==> config.mk <==
export PLATFORM = sky130hd
export DESIGN_NAME = multicycle_control
export DESIGN_NICKNAME = d
export VERILOG_FILES = /design/src/rtl/cpu_defs_pkg.sv /design/src/rtl/opcode_class.sv /design/src/rtl/multicycle_control.sv
export SDC_FILE = /design/constraint.sdc
export NUM_CORES = 1
export LEC_CHECK = 0
export CAP_MARGIN = 20
export CORE_MARGIN = 1
export CORE_UTILIZATION = 48
export DETAILED_ROUTE_END_ITERATION = 6
export GPL_ROUTABILITY_DRIVEN = 0
export PLACE_DENSITY_LB_ADDON = 0.05
export SLEW_MARGIN = 10
export SYNTH_ARGS = -nofsm -noshare
export SYNTH_HDL_FRONTEND = slang
export SYNTH_SLANG_ARGS = --single-unit
==> constraint.sdc <==
create_clock -name Clock -period 5.2 [get_ports Clock]
set_input_delay 1.04 -clock Clock [delete_from_list [all_inputs] [get_ports Clock]]
set_output_delay 1.04 -clock Clock [all_outputs]
set_load 0.01 [all_outputs]
==> src/rtl/cpu_defs_pkg.sv <==
// Shared control definitions for the 16-bit multi-cycle CPU.
// Latency: n/a (constants, types and one helper only).
// Backpressure: n/a.
//
// Holds the opcode map, ALUOp codes consumed by ALU Control, FSM state
// encodings, datapath mux select constants and the packed strobe bundle
// produced by the main control FSM.
package cpu_defs;

  // Opcode map (IR[15:12])
  localparam logic [3:0] OP_R0   = 4'b0000;
  localparam logic [3:0] OP_R1   = 4'b0001;
  localparam logic [3:0] OP_R2   = 4'b0010;
  localparam logic [3:0] OP_LW   = 4'b0100;
  localparam logic [3:0] OP_SW   = 4'b0101;
  localparam logic [3:0] OP_BEQ  = 4'b0110;
  localparam logic [3:0] OP_BNE  = 4'b0111;
  localparam logic [3:0] OP_ADDI = 4'b1001;
  localparam logic [3:0] OP_SUBI = 4'b1010;
  localparam logic [3:0] OP_SLTI = 4'b1011;

  // ALUOp codes, shared with ALU Control
  localparam logic [1:0] ALUOP_ADD = 2'b00;
  localparam logic [1:0] ALUOP_SUB = 2'b01;
  localparam logic [1:0] ALUOP_R   = 2'b10;
  localparam logic [1:0] ALUOP_I   = 2'b11;

  // ALU B-operand select
  localparam logic [1:0] ALUB_RT     = 2'b00;
  localparam logic [1:0] ALUB_TWO    = 2'b01;
  localparam logic [1:0] ALUB_IMM    = 2'b10;
  localparam logic [1:0] ALUB_IMM_SH = 2'b11;

  // PC source select
  localparam logic [1:0] PCSRC_ALU    = 2'b00;
  localparam logic [1:0] PCSRC_ALUOUT = 2'b01;

  // FSM states; encodings are visible on the State debug port
  typedef enum logic [2:0] {
    S_IF   = 3'd0,
    S_ID   = 3'd1,
    S_EX   = 3'd2,
    S_MEM  = 3'd3,
    S_WB   = 3'd4,
    S_TRAP = 3'd7
  } state_t;

  // Datapath strobe bundle
  typedef struct packed {
    logic       pcwrite;
    logic [1:0] pcsrc;
    logic       iord;
    logic       irwrite;
    logic       memread;
    logic       memwrite;
    logic       alusrca;
    logic [1:0] alusrcb;
    logic [1:0] aluop;
    logic       regdst;
    logic       memtoreg;
    logic       regwrite;
  } ctrl_t;

  // True for an opcode that has a defined instruction behind it
  function automatic logic op_legal(input logic [3:0] op);
    case (op)
      OP_R0, OP_R1, OP_R2, OP_LW, OP_SW, OP_BEQ, OP_BNE,
      OP_ADDI, OP_SUBI, OP_SLTI: op_legal = 1'b1;
      default:                   op_legal = 1'b0;
    endcase
  endfunction

endpackage

==> src/rtl/opcode_class.sv <==
// Opcode classifier: splits IR[15:12] into instruction-class flags.
// Latency: purely combinational, zero cycles.
// Backpressure: none; output tracks opcode continuously.
//
// Ports: opcode in (4); is_r/is_i/is_lw/is_sw/is_beq/is_bne/is_illegal out (1 each).
module opcode_class
  import cpu_defs::*;
(
  input  logic [3:0] opcode,
  output logic       is_r,
  output logic       is_i,
  output logic       is_lw,
  output logic       is_sw,
  output logic       is_beq,
  output logic       is_bne,
  output logic       is_illegal
);

  always_comb begin
    is_r   = (opcode == OP_R0) || (opcode == OP_R1) || (opcode == OP_R2);
    is_i   = (opcode == OP_ADDI) || (opcode == OP_SUBI) || (opcode == OP_SLTI);
    is_lw  = (opcode == OP_LW);
    is_sw  = (opcode == OP_SW);
    is_beq = (opcode == OP_BEQ);
    is_bne = (opcode == OP_BNE);
    is_illegal = !op_legal(opcode);
  end

endmodule

==> src/rtl/multicycle_control.sv <==
// Multi-cycle main control FSM: sequences IF/ID/EX/MEM/WB and drives datapath strobes.
// Latency: branch 3, R/I/SW 4, LW 5 cycles; IF and MEM add one cycle per MemReady=0.
// Backpressure: MemReady=0 holds IF or MEM with strobes held; TRAP holds until Reset.
//
// Ports: Clock, Reset (async, active-high); opcode[3:0], Zero, MemReady in;
// datapath strobes (PCWrite, PCSrc, IorD, IRWrite, MemRead, MemWrite, ALUSrcA,
// ALUSrcB, ALUOp, RegDst, MemtoReg, RegWrite) out; IllegalOp (sticky),
// State[2:0] and RetireCount[RET_W-1:0] (wrapping) out.
module multicycle_control
  import cpu_defs::*;
#(
  parameter int RET_W = 16
) (
  input  logic             Clock,
  input  logic             Reset,
  input  logic [3:0]       opcode,
  input  logic             Zero,
  input  logic             MemReady,
  output logic             PCWrite,
  output logic [1:0]       PCSrc,
  output logic             IorD,
  output logic             IRWrite,
  output logic             MemRead,
  output logic             MemWrite,
  output logic             ALUSrcA,
  output logic [1:0]       ALUSrcB,
  output logic [1:0]       ALUOp,
  output logic             RegDst,
  output logic             MemtoReg,
  output logic             RegWrite,
  output logic             IllegalOp,
  output logic [2:0]       State,
  output logic [RET_W-1:0] RetireCount
);

  state_t state;
  ctrl_t  ctrl;
  logic   retire;
  logic   is_r, is_i, is_lw, is_sw, is_beq, is_bne, is_illegal;

  opcode_class u_class (
    .opcode     (opcode),
    .is_r       (is_r),
    .is_i       (is_i),
    .is_lw      (is_lw),
    .is_sw      (is_sw),
    .is_beq     (is_beq),
    .is_bne     (is_bne),
    .is_illegal (is_illegal)
  );

  // Last cycle of an instruction whose advance condition holds this cycle
  always_comb begin
    retire = 1'b0;
    case (state)
      S_WB:    retire = 1'b1;
      S_MEM:   retire = is_sw && MemReady;
      S_EX:    retire = is_beq || is_bne;
      default: retire = 1'b0;
    endcase
  end

  always_ff @(posedge Clock or posedge Reset) begin
    if (Reset) begin
      state       <= S_IF;
      IllegalOp   <= 1'b0;
      RetireCount <= '0;
    end else begin
      if (retire)
        RetireCount <= RetireCount + RET_W'(1);
      case (state)
        S_IF:
          if (MemReady)
            state <= S_ID;
        S_ID:
          if (is_illegal) begin
            state     <= S_TRAP;
            IllegalOp <= 1'b1;
          end else begin
            state <= S_EX;
          end
        S_EX:
          if (is_lw || is_sw)
            state <= S_MEM;
          else if (is_beq || is_bne)
            state <= S_IF;
          else
            state <= S_WB;
        S_MEM:
          if (MemReady)
            state <= is_lw ? S_WB : S_IF;
        S_WB:
          state <= S_IF;
        S_TRAP:
          state <= S_TRAP;
        default:
          state <= S_IF;
      endcase
    end
  end

  // Moore strobe decode; only the IF fetch handshake and the branch decision
  // look at inputs other than state/opcode.
  always_comb begin
    ctrl       = '0;
    ctrl.aluop = ALUOP_ADD;
    case (state)
      S_IF: begin
        ctrl.memread = 1'b1;
        ctrl.alusrcb = ALUB_TWO;
        ctrl.pcsrc   = PCSRC_ALU;
        ctrl.irwrite = MemReady;
        ctrl.pcwrite = MemReady;
      end
      S_ID: begin
        // Speculative branch target into ALUOut while the opcode is decoded
        ctrl.alusrcb = ALUB_IMM_SH;
      end
      S_EX: begin
        ctrl.alusrca = 1'b1;
        if (is_r) begin
          ctrl.alusrcb = ALUB_RT;
          ctrl.aluop   = ALUOP_R;
        end else if (is_i) begin
          ctrl.alusrcb = ALUB_IMM;
          ctrl.aluop   = ALUOP_I;
        end else if (is_lw || is_sw) begin
          ctrl.alusrcb = ALUB_IMM;
        end else if (is_beq || is_bne) begin
          ctrl.alusrcb = ALUB_RT;
          ctrl.aluop   = ALUOP_SUB;
          ctrl.pcsrc   = PCSRC_ALUOUT;
          ctrl.pcwrite = (is_beq && Zero) || (is_bne && !Zero);
        end
      end
      S_MEM: begin
        ctrl.iord     = 1'b1;
        ctrl.memread  = is_lw;
        ctrl.memwrite = is_sw;
      end
      S_WB: begin
        ctrl.regwrite = 1'b1;
        ctrl.regdst   = is_r;
        ctrl.memtoreg = is_lw;
      end
      default: ;
    endcase
  end

  assign State    = state;
  assign PCWrite  = ctrl.pcwrite;
  assign PCSrc    = ctrl.pcsrc;
  assign IorD     = ctrl.iord;
  assign IRWrite  = ctrl.irwrite;
  assign MemRead  = ctrl.memread;
  assign MemWrite = ctrl.memwrite;
  assign ALUSrcA  = ctrl.alusrca;
  assign ALUSrcB  = ctrl.alusrcb;
  assign ALUOp    = ctrl.aluop;
  assign RegDst   = ctrl.regdst;
  assign MemtoReg = ctrl.memtoreg;
  assign RegWrite = ctrl.regwrite;

endmodule

==> flow_summary.json, run 1 <==
{
  "path_buffers": 3,
  "top_logic_kind": "simple AND/OR/NAND/NOR gates",
  "endpoint_kind": "primary output",
  "synth_area_um2": 1260,
  "seqPwrFrac": 0.370,
  "most_common_cell": "dfrtp_1",
  "warning_count": 26,
  "path_cells": "clkdlybuf4s50_1 -> inv_1 -> and3_1 -> a2111oi_0 -> clkdlybuf4s50_1",
  "switching_power_mw": 0.235,
  "arrival_ps": 2990,
  "period_needed_ps": 4030,
  "yosys.stat.seqShare": 0.398,
  "status": "finished, final reports clean",
  "p_per_area_nw_per_um2": 376,
  "whs_path_depth": 1,
  "fp_util": 0.508,
  "dieHeight_um": 53.2,
  "coreArea_um2": 2480,
  "track_usage": 0.222,
  "p_clk_mw": 0.0921,
  "fin_skew_ps": 3.44,
  "drt_iter0_markers": 16,
  "clock_buffers": 4,
  "critPathLaunchType": "input port",
  "p_clk_frac": 0.146,
  "use_met3": 0.0632,
  "clock_path_buffers": 2
}
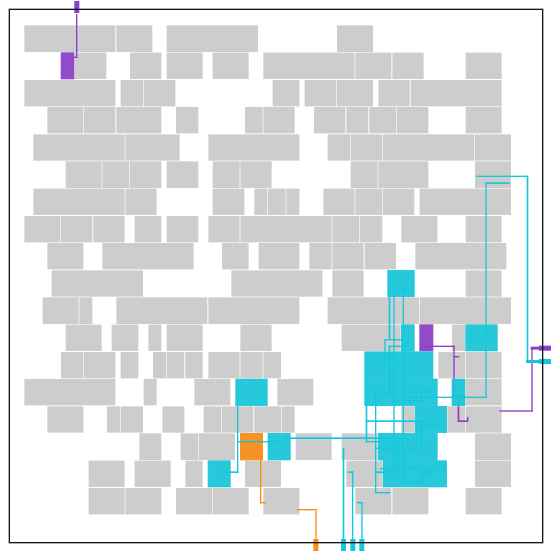
**Above:** run 1 (I/O nets highlighted).
(10 px per um)
[PCSrc] purple | bits: 2 | direction: output | edge: 1 right, 1 top | end cells: 2 | buffers: 1 | wire: 27.3 um
[opcode] cyan | bits: 4 | direction: input | edge: 3 bottom, 1 right | end cells: 18 | buffers: 4 | wire: 233 um
[MemtoReg] orange | bits: 1 | direction: output | edge: bottom | end cells: 1 | buffers: 1 | wire: 9.90 um
port buffer count: 41
# IOs: 43

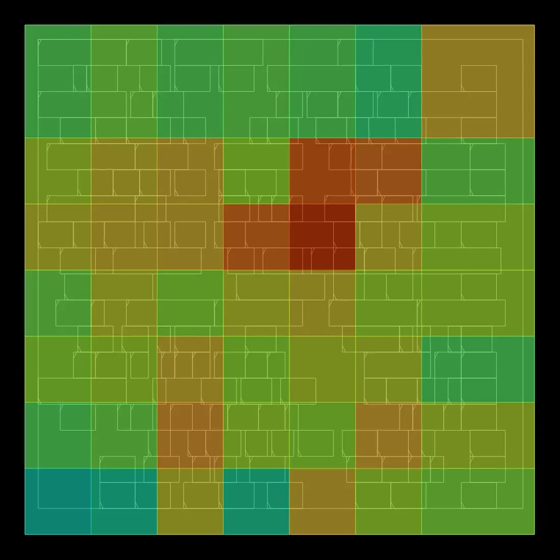
**Above:** run 1 (routing congestion).
met2 GRT Util: 0.329
Global Route met1 Usage: 0.321
Avg WL per Cell: 14.9 um
Most Crowded Layer GR: met2

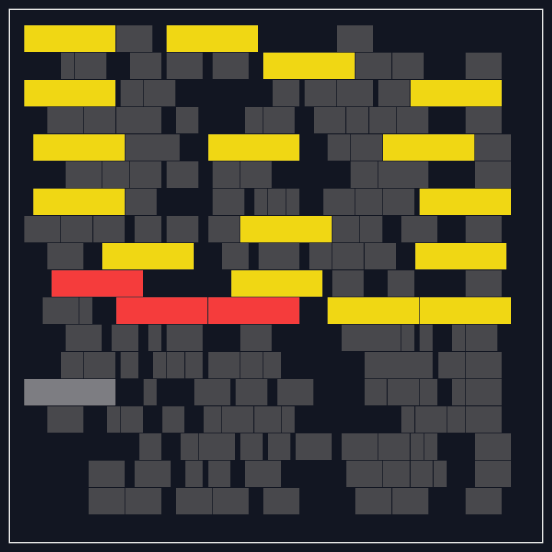
**Above:** run 1 (where the registers sit).
(10 px per um) Other sequential cells in the stronger grey, the rest of the logic in the fainter grey.
[State] red | flops: 3
[RetireCount] yellow | flops: 16
power in sequential cells: 0.233 mW
Reg area: 500 um^2
post-layout util: 0.677
sequential share of cell area: 0.298

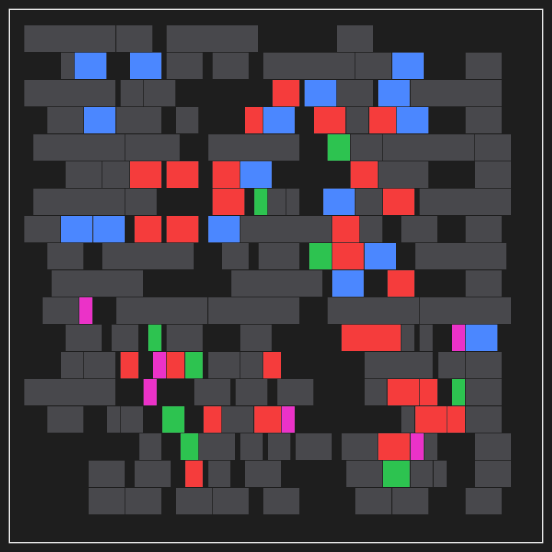
**Above:** run 1 (selected gate families).
(10 px per um)
[xor and xnor cells] blue | cells: 16 | most used: xnor2_1
[nand cells] green | cells: 9 | most used: nand2_1
[aoi and oai cells] red | cells: 27
[inv cells] magenta | cells: 6 | most used: inv_1
multi-input combinational area share: 0.400
fin cells: 191
Commonest Layout Cell: clkdlybuf4s50_1

## Run 2: what changed since run 1
--- a/config.mk
+++ b/config.mk
@@ -7,7 +7,7 @@
 export LEC_CHECK = 0
 export CAP_MARGIN = 20
 export CORE_MARGIN = 1
-export CORE_UTILIZATION = 48
+export CORE_UTILIZATION = 45
 export DETAILED_ROUTE_END_ITERATION = 6
 export GPL_ROUTABILITY_DRIVEN = 0
 export PLACE_DENSITY_LB_ADDON = 0.05
==> constraint.sdc (replaced) <==
create_clock -name Clock -period 4.1 [get_ports Clock]
set_input_delay 0.82 -clock Clock [delete_from_list [all_inputs] [get_ports Clock]]
set_output_delay 0.82 -clock Clock [all_outputs]
set_load 0.01 [all_outputs]
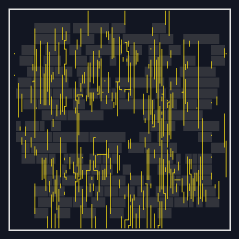
**Above:** run 2 (M2 wires).
(4 px per um)
share of all routed wire: 44%
wire length on this layer: 1190 um
met2 GRT Util: 0.283
via count: 1085
final WL: 2680 um

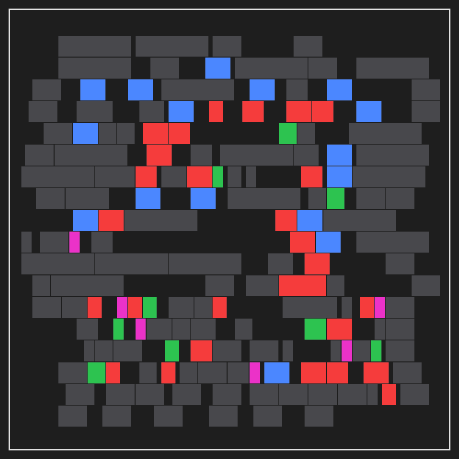
**Above:** run 2 (selected gate families).
(8 px per um)
[inv cells] magenta | cells: 6 | most used: inv_1
[xor and xnor cells] blue | cells: 16 | most used: xnor2_1
[aoi and oai cells] red | cells: 27
[nand cells] green | cells: 9 | most used: nand2_1

==> flow_summary.json, run 2 <==
{
  "worst-path-stages": 6,
  "critPathLaunchType": "input port",
  "p_clk_frac": 0.145,
  "clock_path_buffers": 2,
  "design_area_um2": 1680,
  "slew_headroom": 0.515,
  "clock_buffers": 4,
  "top_usage_layer": "met2",
  "finalNonFillerCells": 191,
  "warning_count": 26,
  "p_per_area_nw_per_um2": 475,
  "reg2reg_to": "RetireCount[1]",
  "dieHeight_um": 54.9,
  "ios": 43,
  "coreArea_um2": 2570,
  "whs_path_depth": 1,
  "fp_util": 0.490,
  "wl_per_cell_um": 14.0,
  "top_logic_kind": "simple AND/OR/NAND/NOR gates",
  "synth_area_um2": 1260,
  "yosys.stat.seqShare": 0.398,
  "sh_seq_area": 0.298,
  "seq_power_mw": 0.297,
  "period_needed_ps": 3560,
  "fin_skew_ps": 4.33,
  "track_usage": 0.193,
  "seqPwrFrac": 0.372,
  "cp_max_fo": 8,
  "endpoint_kind": "primary output",
  "port_buffers": 41,
  "clkCellAreaFrac": 0.0216,
  "arrival_ps": 2740,
  "status": "finished, final reports clean",
  "largest-register": "RetireCount",
  "p_clk_mw": 0.116,
  "sh_comb_area": 0.400,
  "gr-usage-met1": 0.272,
  "ff_latch_area_um2": 500,
  "switching_power_mw": 0.296,
  "finalHoldViolCount": 0,
  "path_cells": "clkdlybuf4s50_1 -> nor3b_4 -> nor2b_1 -> nand3_1 -> a21oi_1 -> clkdlybuf4s50_1",
  "drt_iter0_markers": 20,
  "power_leader": "combinational logic"
}
Power is estimated from default activity; no workload was simulated.
